m1.png
Scale bar: 20 um.
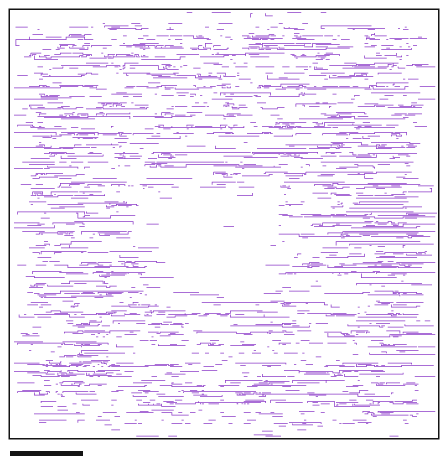
m2.png
Scale bar: 20 um.
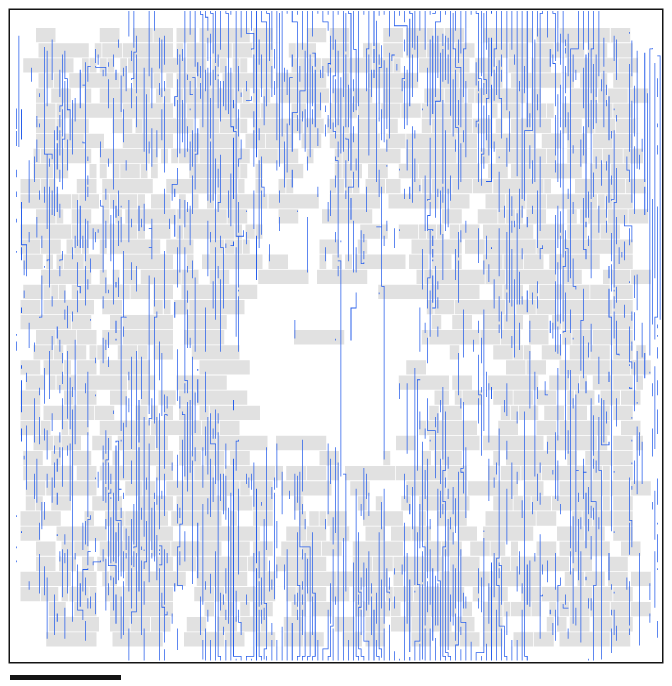
m3.png
Scale bar: 20 um.
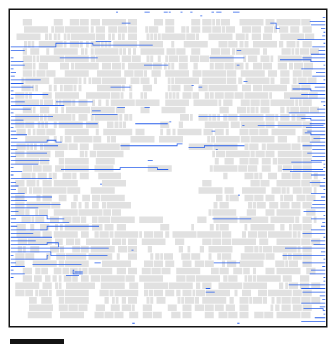
congestion_map.png
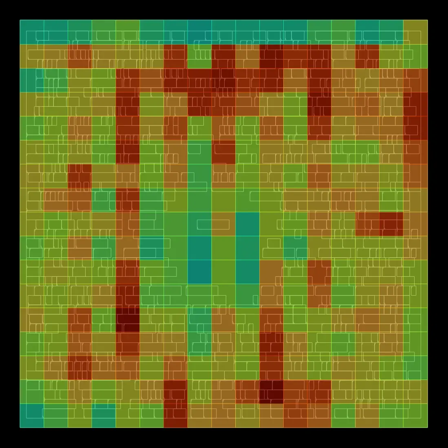
Design alu_req_arbiter, sky130hd; sources not shown.
==> job_summary.md <==
### Metrics collected by this job

| Metric | Value |
|---|---|
| Post-CTS setup buffer count | 0 |
| Max Cap Violations | 1 |
| Pre-Place Util | between 40% and 50% |
| Ys async rst share | 100.0% |
| DP Worst Slack | between 400 and 500 ps |
| # Cells Yosys | between 500 and 600 |
| Post-Synth XOR/XNOR Area | 1.867% |
| Mapped Area | around 5600 sq um |
| Net switching power | 2.147 mW |
| Commonest cells in the netlist | 179 x nand2_1, 126 x dfrtp_1, 69 x mux2i_1 |
| YS chip area | 5629 sq um |
| GR Overflow Total | 0 |
| Placed cells | 990 |
| Flip-flops with a built-in enable | 0 |
| Post-cts resize count | 0 |
| Die width | around 120 um |
| First-pass GRT wire length | roughly 28 mm |
| Main logic family after synthesis | simple AND/OR/NAND/NOR gates |
| CP Max Fanout | 3 |
| Final setup margin | around 430 ps |
| FILL cells | just under 900 |
| Final ANT Viol Nets | 0 |
| Compound Share, Synth | 7.913% |
| H-tree levels | 4 |
| Synth Warn # | 0 |
| Drc violations | 0 |
| Post-CTS Hold Buffers | 0 |
| Gate Count Post-Synth | approximately 540 |
| Peak supply drop | ~0.00059 V |
| FF+latch count, synth | ~130 |
| Combinational power share | about two fifths |
| Ys flop type | dfrtp_1 |
| Syn avg cell area | just over 10 sq um |
| Top cells, area | dfrtp_1 56%, mux2i_1 12%, nand2_1 12% |
| Syn-to-layout area delta | 66.10% |
| Sequential-to-total area share from yosys stat | 56.01% |
| Multiplexer share | 12.67% |
| Status | finished with violations |
| Clk sinks | around 130 |
| Clk Tree Root Cell | clkbuf_16 |
| Most frequent cell after synthesis | nand2_1 |
| Static Leak | about 4 nW |
| Cell type with the largest total area | dfrtp_1 |
| R2R setup slack | around 1400 ps |
| TNS Setup | 0 ps |
| Sequential power share | between 30% and 40% |
| Hold Crit Class | register to register |
| Max-slew violation count | 37 |
| Data required, critical path | approximately 2800 ps |
| Num ports | roughly 300 |
| Top cell area share | 56.01% |
| Cell area after layout | a little over 9000 sq um |
| Fmax | between 200 and 300 MHz |
| Period minus WS final | between 3000 and 4000 ps |
| CTS tree | done |
| Hold path depth | 2 |
| Cell Type Count | ~43 |
| Vias per cell | between 4 and 5 |
| Die H | 117.4 um |
| CP arrival | ~2400 ps |
| Post-Synth Simple-Gate Area | 17.09% |
| CP endpoint kind | output pin |
| Nets | 1,015 |
| Largest net degree at the start of global routing | between 100 and 150 |
| Power density over the cells | 744.6 nW/um^2 |
| Crit Path Class | primary input to output pin |
| Syn Nets | 722 |
| Placed cell area | 8722 sq um |
| Worst hold margin | ~280 ps |
| Crit share post-route | roughly 90% |
| Share of layout cells above drive strength 1 | around 5.4% |
| RSZ-0062 raised after global routing | false |
| Total power | approximately 7.0 mW |
| Drt first pass iters | 7 |
| # setup viols final | 0 |
| OpenROAD warning count | 28 |
| Switching Fraction | 30.83% |
| Bufs on Longest Clock Path | 2 |
| Core area | ~13,000 sq um |
| Worst-Margin Slew | 1511 ps |
| Initial antenna violation count | 1 |
| Non-Filler Instances | about 1,000 |
| Port Buf Inserts | ~300 |
| Chip area | 13,790 sq um |
| Final GP Congestion | between 0.8 and 0.9 |
| DRT iter0 DRCs | 239 |
| DP HPWL | ~12 mm |
| Failing checks | capacitance limit, slew limit |
| Clock buffer count from CTS | 17 |
| Row count | a little over 40 |
| Yosys adder share | less than 1% |
| R2R depth | 4 |
| Vias in the first global route | ~5,300 |
| Worst slew margin | -0.7069% |
| Final hold vios | 0 |
| CP startpoint kind | primary input |
| Clock slew at reported path FFs | 60 ps |
| Worst skew pair latency | between 400 and 500 ps |
| Cell Int Power | roughly 4.8 mW |
| Clk network pwr share | ~25% |
Back to the opening pictures, m1.png:
main direction: horizontal
longest straight run: 28.1 um
via count: 5,102
M1 GR Usage: 28.00%

Back to the opening pictures, m2.png:
nets with wire on the layer: 885
share of all routed wire: 50%
GRT met2 Usage: 43.90%
drt total wl: 17.28 mm

Back to the opening pictures, m3.png:
share of all routed wire: 8.0%
main direction: horizontal
longest straight run: 46.9 um
GRT met3 Usage: 9.144%

Back to the opening pictures, congestion_map.png:
fin util: 73.79%
layer with the highest usage: met2
drt wl/cell: 16.89 um
overall routing resource usage: 25.74%

## layout by cell type (no fill, tap or decap), types with 4 or more instances in the layout
cell,netlist,routed
clkdlybuf4s50_1,0,299
nand2_1,179,179
dfrtp_1,126,126
mux2i_1,69,69
o21ai_0,39,39
o21ai_1,34,34
clkbuf_16,0,17
xor2_1,9,9
nand4_1,6,6
clkbuf_1,13,6
nand3_1,5,5
bufinv_16,0,5
inv_1,4,4
nor2_1,4,4
## power groups by stage
stage          logic, mW  registers (mW)  clock network [mW]
2_1_floorplan       1.18            2.35                   0
3_3_place_gp        2.80            2.29                   0
3_5_place_dp        2.91            2.33                   0
4_1_cts             2.93            2.32                1.78
5_1_grt             3.15            2.39                1.84
6_report            2.89            2.31                1.75
## logic make-up after synthesis
logic type | count (synthesis)
AND/OR/NAND/NOR | 216
flip-flops | 126
AND-OR/OR-AND | 81
multiplexers | 71
buffers and inverters | 37
XOR/XNOR | 12
adder cells (fa/ha/maj) | 1
## layer usage
metal	track usage [%]	vias to the layer above	share of wire (%)
li1	-	2418	-
met1	28.00	2426	38
met5	0	-	0
met4	13.89	0	4.0
met3	9.144	42	8.0
met2	43.90	216	50
## worst max-delay path, stage by stage
cell             delay (ps)
clkdlybuf4s50_1         570
nor2b_4                  90
a2111oi_4               380
clkdlybuf4s50_1         610
## cell type report
type / instances / area [sq um] / share of cell area (%)
Timing Repair Buffer: 307 / 3084 / 32.99
Sequential cell: 126 / 3153 / 33.72
Clock buffer: 21 / 450.4 / 4.817
Antenna cell: 1 / 2.502 / 0.02676
Multi-Input combinational cell: 381 / 2241 / 23.97
Clock inverter: 11 / 188.9 / 2.021
Inverter: 4 / 15.01 / 0.1606
Tap cell: 172 / 215.2 / 2.302
Power figures rest on the tool's default switching activity, not on a simulated workload.
